==> config.mk <==
export PLATFORM = sky130hd
export DESIGN_NAME = pocket_scheduler_flat
export DESIGN_NICKNAME = d
export VERILOG_FILES = /design/src/rtl/pocket_scheduler_if.sv /design/src/rtl/pocket_scheduler.sv /design/src/flat_wrapper.sv
export SDC_FILE = /design/constraint.sdc
export NUM_CORES = 1
export LEC_CHECK = 0
export CORE_ASPECT_RATIO = 0.6
export CORE_UTILIZATION = 45
export DETAILED_ROUTE_END_ITERATION = 10
export PLACE_DENSITY = 0.74
export SLEW_MARGIN = 20
export SYNTH_ARGS = -nofsm -noshare
export SYNTH_HDL_FRONTEND = slang
export SYNTH_SLANG_ARGS = --single-unit
==> constraint.sdc <==
create_clock -name clk -period 15.3 [get_ports clk]
set_input_delay 3.06 -clock clk [delete_from_list [all_inputs] [get_ports clk]]
set_output_delay 3.06 -clock clk [all_outputs]
set_load 0.01 [all_outputs]
==> src/rtl/pocket_scheduler_if.sv <==
// Signal bundle between the ball-physics/game-state logic and pocket_scheduler.
// The master drives frame start, ball positions and clear; the slave returns pocket results.
interface pocket_scheduler_if #(
  parameter int NUM_BALLS = 16
);
  logic                    startOfFrame;
  logic [11*NUM_BALLS-1:0] ballsTopLeftX;
  logic [11*NUM_BALLS-1:0] ballsTopLeftY;
  logic [NUM_BALLS-1:0]    ballsActive;
  logic                    clearPocketed;
  logic [NUM_BALLS-1:0]    pocketed;
  logic                    pocketValid;
  logic [3:0]              pocketBall;
  logic [2:0]              pocketHole;
  logic                    busy;
  logic                    frameDone;

  modport master (
    output startOfFrame, ballsTopLeftX, ballsTopLeftY, ballsActive, clearPocketed,
    input  pocketed, pocketValid, pocketBall, pocketHole, busy, frameDone
  );

  modport slave (
    input  startOfFrame, ballsTopLeftX, ballsTopLeftY, ballsActive, clearPocketed,
    output pocketed, pocketValid, pocketBall, pocketHole, busy, frameDone
  );
endinterface

==> src/rtl/pocket_scheduler.sv <==
// Once-per-frame pocket detector: walks every (ball, hole) pair through one shared
// squared-distance comparator, one pair per clock, and reports new pockets as pulses.
module pocket_scheduler #(
  parameter int NUM_BALLS    = 16,
  parameter int TABLE_LEFT   = 10,
  parameter int TABLE_RIGHT  = 598,
  parameter int TABLE_TOP    = 30,
  parameter int TABLE_BOTTOM = 418,
  parameter int HOLE_HALF    = 16,
  parameter int BALL_HALF    = 16,
  parameter int POCKET_R     = 12
) (
  input  logic               clk,
  input  logic               resetN,
  pocket_scheduler_if.slave  bus
);

  typedef enum logic {IDLE, SCAN} state_t;

  localparam int LAST_BALL = NUM_BALLS - 1;
  localparam logic signed [11:0] HOLE_CX_L = 12'(TABLE_LEFT + HOLE_HALF);
  localparam logic signed [11:0] HOLE_CX_M = 12'((TABLE_LEFT + TABLE_RIGHT) / 2 + HOLE_HALF);
  localparam logic signed [11:0] HOLE_CX_R = 12'(TABLE_RIGHT + HOLE_HALF);
  localparam logic signed [11:0] HOLE_CY_T = 12'(TABLE_TOP + HOLE_HALF);
  localparam logic signed [11:0] HOLE_CY_B = 12'(TABLE_BOTTOM + HOLE_HALF);
  localparam logic [23:0]        RADIUS_SQ = 24'(POCKET_R * POCKET_R);

  state_t                  state_q, state_d;
  logic [3:0]              ball_q, ball_d;
  logic [2:0]              hole_q, hole_d;
  logic [11*NUM_BALLS-1:0] x_q, x_d, y_q, y_d;
  logic [NUM_BALLS-1:0]    active_q, active_d;
  logic [NUM_BALLS-1:0]    pocketed_q, pocketed_d;
  logic                    valid_q, valid_d;
  logic [3:0]              pball_q, pball_d;
  logic [2:0]              phole_q, phole_d;
  logic                    done_q, done_d;

  int                      bi;
  logic signed [10:0]      bx, by;
  logic signed [11:0]      hcx, hcy, dx, dy;
  logic signed [22:0]      dx_ext, dy_ext;
  logic [22:0]             dx2, dy2;
  logic [23:0]             dist2;
  logic                    hit;

  // Shared comparator for the pair currently addressed by (ball_q, hole_q).
  always_comb begin
    bi     = int'(ball_q);
    bx     = x_q[11*bi +: 11];
    by     = y_q[11*bi +: 11];
    case (hole_q)
      3'd0, 3'd3: hcx = HOLE_CX_L;
      3'd1, 3'd4: hcx = HOLE_CX_M;
      default:    hcx = HOLE_CX_R;
    endcase
    hcy    = (hole_q < 3'd3) ? HOLE_CY_T : HOLE_CY_B;
    dx     = 12'(bx) + 12'(BALL_HALF) - hcx;
    dy     = 12'(by) + 12'(BALL_HALF) - hcy;
    dx_ext = 23'(dx);
    dy_ext = 23'(dy);
    dx2    = dx_ext * dx_ext;
    dy2    = dy_ext * dy_ext;
    dist2  = {1'b0, dx2} + {1'b0, dy2};
    // The result-register check keeps a second hole of the same ball from re-firing.
    hit    = (state_q == SCAN) && active_q[bi] && (dist2 < RADIUS_SQ)
             && !pocketed_q[bi] && !(valid_q && (pball_q == ball_q));
  end

  always_comb begin
    state_d    = state_q;
    ball_d     = ball_q;
    hole_d     = hole_q;
    x_d        = x_q;
    y_d        = y_q;
    active_d   = active_q;
    valid_d    = hit;
    pball_d    = pball_q;
    phole_d    = phole_q;
    done_d     = 1'b0;
    // Clear first so a set landing on the same edge survives.
    pocketed_d = bus.clearPocketed ? '0 : pocketed_q;
    if (hit) begin
      pball_d        = ball_q;
      phole_d        = hole_q;
      pocketed_d[bi] = 1'b1;
    end
    case (state_q)
      IDLE: begin
        if (bus.startOfFrame) begin
          state_d  = SCAN;
          ball_d   = 4'd0;
          hole_d   = 3'd0;
          x_d      = bus.ballsTopLeftX;
          y_d      = bus.ballsTopLeftY;
          active_d = bus.ballsActive;
        end
      end
      SCAN: begin
        if (hole_q == 3'd5) begin
          hole_d = 3'd0;
          if (ball_q == 4'(LAST_BALL)) begin
            state_d = IDLE;
            ball_d  = 4'd0;
            done_d  = 1'b1;
          end else begin
            ball_d = ball_q + 4'd1;
          end
        end else begin
          hole_d = hole_q + 3'd1;
        end
      end
      default: state_d = IDLE;
    endcase
  end

  always_ff @(posedge clk or negedge resetN) begin
    if (!resetN) begin
      state_q    <= IDLE;
      ball_q     <= '0;
      hole_q     <= '0;
      x_q        <= '0;
      y_q        <= '0;
      active_q   <= '0;
      pocketed_q <= '0;
      valid_q    <= 1'b0;
      pball_q    <= '0;
      phole_q    <= '0;
      done_q     <= 1'b0;
    end else begin
      state_q    <= state_d;
      ball_q     <= ball_d;
      hole_q     <= hole_d;
      x_q        <= x_d;
      y_q        <= y_d;
      active_q   <= active_d;
      pocketed_q <= pocketed_d;
      valid_q    <= valid_d;
      pball_q    <= pball_d;
      phole_q    <= phole_d;
      done_q     <= done_d;
    end
  end

  assign bus.pocketed    = pocketed_q;
  assign bus.pocketValid = valid_q;
  assign bus.pocketBall  = pball_q;
  assign bus.pocketHole  = phole_q;
  assign bus.busy        = (state_q == SCAN);
  assign bus.frameDone   = done_q;

endmodule
==> src/flat_wrapper.sv <==
// flat-port wrapper written by rule: the top's interface ports become plain ports
module pocket_scheduler_flat 
#(
  parameter int NUM_BALLS    = 16,
  parameter int TABLE_LEFT   = 10,
  parameter int TABLE_RIGHT  = 598,
  parameter int TABLE_TOP    = 30,
  parameter int TABLE_BOTTOM = 418,
  parameter int HOLE_HALF    = 16,
  parameter int BALL_HALF    = 16,
  parameter int POCKET_R     = 12
)
  (clk, resetN, bus_startOfFrame, bus_ballsTopLeftX, bus_ballsTopLeftY, bus_ballsActive, bus_clearPocketed, bus_pocketed, bus_pocketValid, bus_pocketBall, bus_pocketHole, bus_busy, bus_frameDone);
  pocket_scheduler_if #(.NUM_BALLS(NUM_BALLS)) bus_i ();
  input  logic clk;
  input  logic resetN;
  input wire logic [$bits(bus_i.startOfFrame)-1:0] bus_startOfFrame;
  input wire logic [$bits(bus_i.ballsTopLeftX)-1:0] bus_ballsTopLeftX;
  input wire logic [$bits(bus_i.ballsTopLeftY)-1:0] bus_ballsTopLeftY;
  input wire logic [$bits(bus_i.ballsActive)-1:0] bus_ballsActive;
  input wire logic [$bits(bus_i.clearPocketed)-1:0] bus_clearPocketed;
  output wire logic [$bits(bus_i.pocketed)-1:0] bus_pocketed;
  output wire logic [$bits(bus_i.pocketValid)-1:0] bus_pocketValid;
  output wire logic [$bits(bus_i.pocketBall)-1:0] bus_pocketBall;
  output wire logic [$bits(bus_i.pocketHole)-1:0] bus_pocketHole;
  output wire logic [$bits(bus_i.busy)-1:0] bus_busy;
  output wire logic [$bits(bus_i.frameDone)-1:0] bus_frameDone;
  assign bus_i.startOfFrame = bus_startOfFrame;
  assign bus_i.ballsTopLeftX = bus_ballsTopLeftX;
  assign bus_i.ballsTopLeftY = bus_ballsTopLeftY;
  assign bus_i.ballsActive = bus_ballsActive;
  assign bus_i.clearPocketed = bus_clearPocketed;
  assign bus_pocketed = bus_i.pocketed;
  assign bus_pocketValid = bus_i.pocketValid;
  assign bus_pocketBall = bus_i.pocketBall;
  assign bus_pocketHole = bus_i.pocketHole;
  assign bus_busy = bus_i.busy;
  assign bus_frameDone = bus_i.frameDone;
  pocket_scheduler #(.NUM_BALLS(NUM_BALLS), .TABLE_LEFT(TABLE_LEFT), .TABLE_RIGHT(TABLE_RIGHT), .TABLE_TOP(TABLE_TOP), .TABLE_BOTTOM(TABLE_BOTTOM), .HOLE_HALF(HOLE_HALF), .BALL_HALF(BALL_HALF), .POCKET_R(POCKET_R)) u_core (.clk(clk), .resetN(resetN), .bus(bus_i));
endmodule
==> images/gates.png <==
Scale: 1.5 px per um.
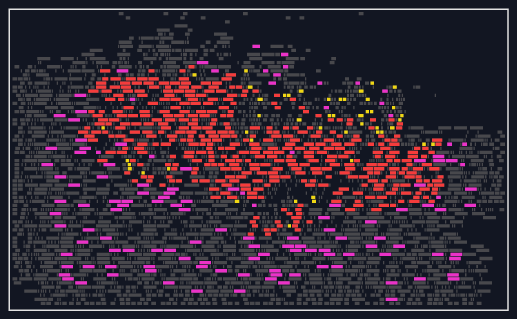
| family | color | cells | most used |
|---|---|---|---|
| mux cells | magenta | 131 | mux4_2 |
| non-inverting ao/oa cells | yellow | 47 | a21o_1 |
| fa/ha/maj cells | red | 397 | fa_1 |

==> images/clock_nets.png <==
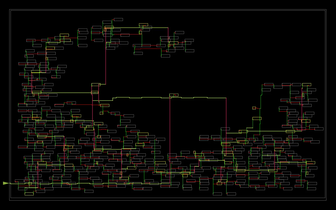
Flop Count: 401

==> deck_impl_summary.md <==
Flow Results at a Glance

Final timing
  – Setup TNS: 0 ns
  – Max_slew headroom: 27.6%
  – Minimum clock period: 13.34 ns
  – Worst-margin pin slew: 1.08 ns
  – Slew Limit Fails: 0
  – Fin. Hold Viols: 0

Worst setup path
  – Reg2reg setup slack: 1.96 ns
  – CP Max Fanout: 35
  – Worst setup EP type: flop
  – Setup crit end: u_core.bus.pocketHole[2]
  – Crit Path Class: flop to flop
  – Critical path arrival: 13.82 ns
  – Critical Path Start Type: flop
  – Worst R2R Path Depth: 45
  – Max incr delay on CP: 0.95 ns
  – CP max-delay cell: dfrtp_4

Route
  – Router iterations before antenna repair: 8
  – Top Layer Used: met5
  – Met2 wire len: 36.2 mm
  – Drt initial violations: 2203
  – Final ANT Viol Nets: 0
  – WL per Instance: 20.4 um
  – Vias per cell: 5.27

Place
  – Buffers on Ports: 397
  – Post-DP HPWL: 71.3 mm
  – Dpl cells: 4335

Cells and area
  – Most used logic cell in the final layout: nand2_1
  – Fin nets: 4294
  – Finished Layout Cells: 4411
  – Most frequent cells in the layout: nand2_1, inv_1, dfrtp_1
  – Share of layout cells above drive strength 1: 6.78%
  – Gate Area: 17100 um^2
  – Fillers: 5636

Global route
  – GR Util met2: 39.3%
  – GRT met3 Usage: 10.8%
  – Vias in the first global route: 23700
  – First-pass GRT wire length: 139 mm
  – Congestion Overflow GR: 0
  – Initial antenna violation count: 12
  – Most used routing layer in global routing: met1
  – Largest net degree at the start of global routing: 116
  – Total Routing Usage GR: 28.0%

Floorplan
  – Die W: 331 um
  – Rows: 72
  – Die height: 200 um
  – Fp util: 45.5%
  – Core Area: 64400 um^2
  – Num ports: 398

Run
  – Max Cap Viol: 0
  – Tool warning count: 41

Logic synthesis
  – Syn. warnings: 0
  – Syn Inst Count: 3189
  – Dominant Register Cell: dfrtp_1
  – EDFF count, synth: 0
  – Dominant cell type by area after synthesis: dfrtp_1
  – Synth area leaders: dfrtp_1, fa_1, nand2_1
  – Nets at Floorplan: 3958
  – Unique cell types: 74
  – Ys cells: 3189
  – Fraction of registers with async set or reset after synthesis: 100%
  – Yosys stat chip area: 29300 um^2
  – Post-Syn Area: 29300 um^2

Worst hold path
  – Hold Crit Start: u_core.x_q[169]
  – Hold Crit Class: flop to flop
  – Min-Delay Endpoint: u_core.x_q[169]
  – Worst hold path stage count: 2

Clocking
  – CTS tree: yes
  – # H-tree levels: 2
  – Cts bufs inserted: 38
  – Count of hold-fix buffers inserted at cts: 0
  – Post-CTS sizing: 0
  – Root buffer cell: clkbuf_16
  – Maximum root-to-sink buffer count: 3
  – Setup Buffers After CTS: 0

Status
  – Run status: completed
==> images/layers.png <==
Scale: 1.5 px per um.
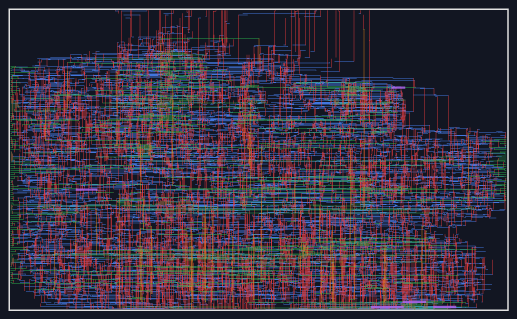
| layer | color | wire length |
|---|---|---|
| M1 | blue | 40.6 mm |
| M2 | red | 36.2 mm |
| M4 | orange | 2000 um |
| M5 | purple | 68.1 um |
| M3 | green | 11100 um |

==> images/port_trees.png <==
Scale: 2 px per um.
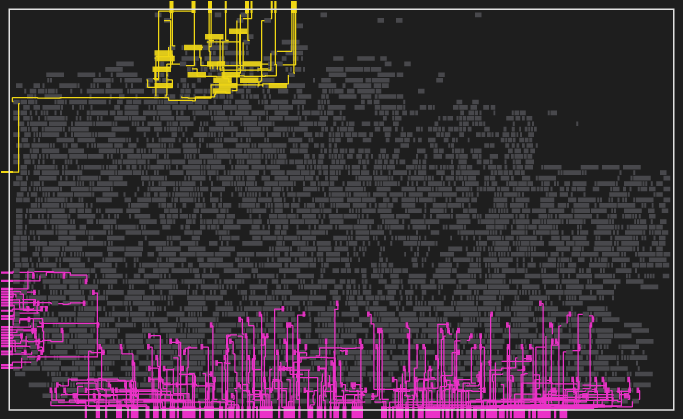
| port | color | direction | edge | end cells | buffers | wire |
|---|---|---|---|---|---|---|
| bus_ballsTopLeftX | magenta | input | 152 south, 24 west | 176 | 176 | 6500 um |
| bus_pocketed | yellow | output | 15 north, 1 west | 16 | 16 | 1010 um |

[Yosys cell counts (all sizes together) (6+ instances only)]
library cell,number
mux2i,12
and2,8
o22ai,19
fa,238
nor2b,13
mux2,11
nor4,7
o21a,6
a21o,27
inv,436
xor2,18
a21oi,52
nand3,15
o21bai,16
nand2,1199
xnor2,56
clkbuf,110
ha,159
clkinv,6
mux4,108
nand2b,14
nor3,12
nor2,108
buf,20
dfrtp,401
nor3b,6
o21ai,29
[flip-flops by register name (all words and copies together), names as in the netlist]
register	flops
u_core.bus.pocketValid	1
u_core.bus.pocketHole	3
u_core.x_q	176
u_core.bus.busy	1
u_core.active_q	16
u_core.y_q	176
u_core.bus.frameDone	1
u_core.bus.pocketed	16
u_core.ball_q	4
u_core.bus.pocketBall	4
u_core.hole_q	3
[worst max-delay path: cells and delay by family (launching register included)]
family          cells  cell delay [ns]
mux                 3             1.59
fa+ha+maj           9             4.34
xor+xnor            1             0.11
flops               1             0.95
simple gates       11             2.48
buf+inv             6             0.74
compound gates     15             2.98
[through the flow]
stage	cell area, um^2	hold WS (ns)	utilization (%)
global route	35400	0.486	55.0
finish	35400	0.470	55.0
global placement	34100	0.454	52.9
floorplan	29300	0.438	-
detailed placement	34100	0.457	52.9
CTS	35400	0.474	54.9
[cells by family after synthesis]
kind of cell	synth area share [%]
compound gates	4.94
xor+xnor	2.21
fa+ha+maj	23.0
buf+inv	7.40
flops	34.2
mux	9.20
simple gates	19.0
[final cells by class]
cell class,instances,area share (%)
Multi-Input combinational cell,2216,48.3
Sequential cell,401,28.3
Timing Repair Buffer,426,11.9
Inverter,442,4.68
Tap cell,851,3.01
Clock buffer,46,2.88
Clock inverter,22,0.809
Antenna cell,7,0.0494
